## config.mk

```make
export PLATFORM = sky130hd
export DESIGN_NAME = counter_parametric
export DESIGN_NICKNAME = d
export VERILOG_FILES = /design/src/rtl/counter_parametric.sv
export SDC_FILE = /design/constraint.sdc
export NUM_CORES = 1
export LEC_CHECK = 0
export CORE_AREA = 2 2 39 41
export CTS_CLUSTER_DIAMETER = 40
export DETAILED_ROUTE_END_ITERATION = 8
export DIE_AREA = 0 0 41 43
export PLACE_DENSITY = 0.67
export SETUP_SLACK_MARGIN = 0.05
export SLEW_MARGIN = 0
export SYNTH_ARGS = -nofsm -noshare
export SYNTH_HDL_FRONTEND = slang
export SYNTH_SLANG_ARGS = --single-unit
```

## constraint.sdc

```tcl
create_clock -name clk -period 1.4 [get_ports clk]
set_clock_uncertainty 0.2 [all_clocks]
set_input_delay 0.14 -clock clk [delete_from_list [all_inputs] [get_ports clk]]
set_output_delay 0.14 -clock clk [all_outputs]
set_load 0.02 [all_outputs]
```

## src/rtl/counter_parametric.sv

```systemverilog
// Enable-gated modulo counter: counts 0..COUNT, then wraps to 0.
// Asynchronous active-low reset on rst; at_max flags the terminal value.
module counter_parametric #(
    parameter int unsigned      WIDTH = 8,
    parameter logic [WIDTH-1:0] COUNT = 8'd255
) (
    input  logic             clk,
    input  logic             rst,
    input  logic             en,
    output logic [WIDTH-1:0] counter,
    output logic             at_max
);

    logic [WIDTH-1:0] counter_next;

    // Comparing with >= rather than == also pulls an out-of-range value back to 0.
    always_comb begin
        counter_next = counter;
        if (en) begin
            if (counter >= COUNT) begin
                counter_next = '0;
            end else begin
                counter_next = counter + 1'b1;
            end
        end
    end

    always_ff @(posedge clk or negedge rst) begin
        if (!rst) begin
            counter <= '0;
        end else begin
            counter <= counter_next;
        end
    end

    assign at_max = (counter == COUNT);

endmodule

```

**Clock wires, drivers and flops**

(12 px per µm)
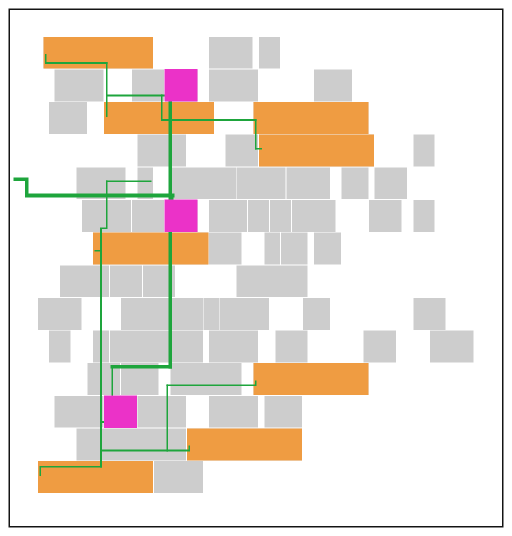
[clock wires] green | length: 136 µm
[flip-flops] orange | count: 8
[clock drivers] magenta | count: 3
routed clock nets: 4

**Zoomed window**

Region (21, 22) to (41, 42) µm. Cells in grey, sequential cells in the stronger grey; small squares are vias.
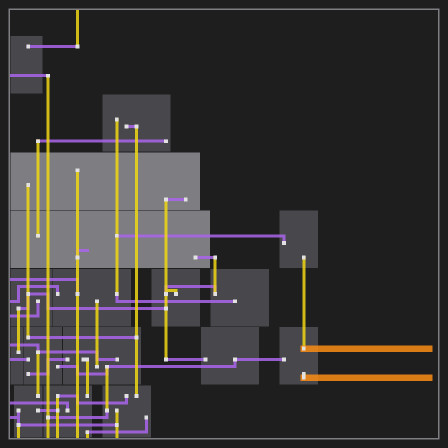
| layer | colour |
|---|---|
| metal 1 | purple |
| metal 2 | yellow |
| metal 3 | orange |
netlist names of flops here include: counter (2)
most frequent: buf_2 (3), dfrtp_2 (2), buf_4 (2)
cells with their middle in the window: 15
sequential cells in the window: 2

**Routing congestion**

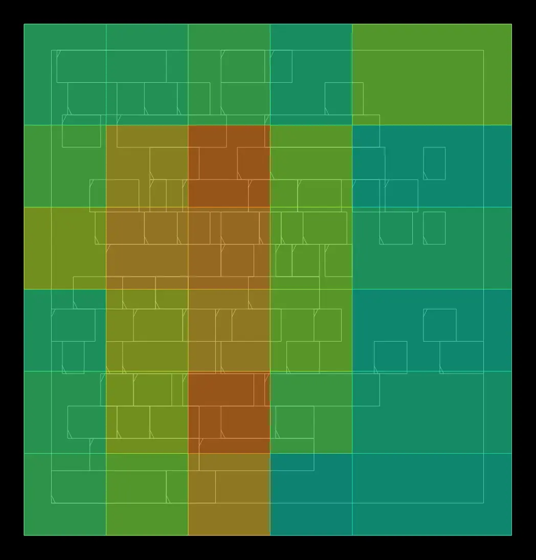
global routing usage on met1: 18.0%
Global Route met3 Usage: 3.14%

==> out/results.ini <==
[run_status]
status=finished with violations
violations=setup timing

[setup_path]
end_kind=output pin
arrival_ns=1.17
cp_max_fo=2
path_cells=nand3_2 -> nor2_4 -> and3_4 -> buf_6
crit_type=reg2out

[die]
fp-utilization_pct=28.8
ios=12
num_rows=14

[clock_tree]
cts.sinks=8
cts_tree=built
cts-root-buf=clkbuf_4

[power]
ir_drop_uv=1170
powerDensity_nw_per_um2=2150

[cells_and_area]
register_area_um2=208
largest_reg_flops=8

[route]
wirelength_um=1100
vias_per_cell=4.76

[global_route]
grt_pass1_vias=409

[timing]
worst_slack_ns=-0.108
post-route-period-util_pct=108
relSlewSlack_pct=71.6
finalSetupViolCount=4

[logic_synthesis]
topCellsByArea=dfrtp_1 50%, xnor2_1 8.8%, nand4_4 5.3%
syn_avg_cell_area_um2=11.4
synth.largest_area_cell=dfrtp_1
synth_cells=35

[place]
globalplace.congestion=0.774

==> worst reg2reg max path, delay by kind of cell (launching register included) <==
| family | cells | cell delay (ns) |
|---|---|---|
| AOI/OAI and AO/OA | 1 | 0.32 |
| buffers and inverters | 1 | 0.16 |
| DFF | 1 | 0.38 |
| and+or+nand+nor | 2 | 0.30 |
==> cell families (layout without fill, tap and decap cells) <==
family                   after synthesis  after routing  share of synthesized area (%)
buffers and inverters                  1             33                          0.940
XOR/XNOR                               5              5                           11.0
AND-OR/OR-AND                          4              4                           8.15
flip-flops                             8              8                           50.2
multiplexers                           1              1                           2.82
adder cells (fa/ha/maj)                1              1                           3.13
AND/OR/NAND/NOR                       15             15                           23.8
==> path summary, 6_finish.rpt <==
kind | startpoint | endpoint | slack [ns] | cells past startpoint
max | counter[4] | at_max | -0.11 | 4
min | rst | counter[4] | 0.04 | 1
max reg2reg | counter[2] | counter[5] | -0.08 | 4
min reg2reg | counter[6] | counter[6] | 0.38 | 2
max in group asynchronous | rst | counter[5] | 0.62 | 1
min in group clk | counter[6] | counter[6] | 0.38 | 2
==> final cells by class <==
type | count | area share (%)
Multi-Input combinational cell | 26 | 34.9
Timing Repair Buffer | 28 | 31.3
Sequential cell | 8 | 27.2
Clock buffer | 4 | 3.44
Tap cell | 16 | 2.62
Inverter | 1 | 0.492
==> timing repair <==
item | in CTS | in global routing
hold endpoints to repair | 8 | 0
setup endpoints to repair | 11 | 16
hold buffers | 1 | 0
buffers inserted | 2 | 3
resized | 45 | 17
pin swaps | 7 | 6
==> cell usage in the layout (no fill, tap or decap), types with 2 or more instances in the layout <==
cell type  count
buf_2          4
buf_6          9
and3_4         2
dfrtp_1        2
nand3_2        2
nor3_1         2
buf_4         13
nand2_1        2
dfrtp_2        6
xnor2_1        4
clkbuf_4       3
nand2_2        2
==> per-stage QoR <==
step	setup slack (ns)	cell area (µm²)	TNS, ns	power [mW]	util [%]
after CTS	-0.0805	684	-0.141	1.44	49.5
after global routing	-0.156	763	-0.416	1.76	55.2
after detailed placement	-0.267	644	-1.28	1.26	46.6
final	-0.108	763	-0.230	1.64	55.2
after global placement	-0.274	644	-1.25	1.25	46.6
after floorplan	-0.104	424	-0.208	0.827	-
==> synthesized netlist by cell type, drive strengths merged <==
master and n:
nor3 2, a221o 1, mux2 1, xnor2 4
and3 2, ha 1, nand4 2, a41oi 1
a2bb2oi 1, nand2 4, inv 1, or2b 1
and2 1, nor2 1, nand3 2, a21oi 1
dfrtp 8, xor2 1
==> report_power, final <==
group          total, mW  switching (mW)  internal, mW
clock              0.201          0.0910         0.110
sequential         0.428          0.0878         0.340
combinational       1.01           0.467         0.544
total               1.64           0.646         0.994
==> layer usage <==
layer	vias to the layer above	track usage, %	wire, µm
li1	189	-	-
met2	13	23.1	570
met5	-	0	0
met4	0	10.0	23
met3	3	3.14	72
met1	190	18.0	429
No activity file was given, so power comes from the tool's default toggle rates.
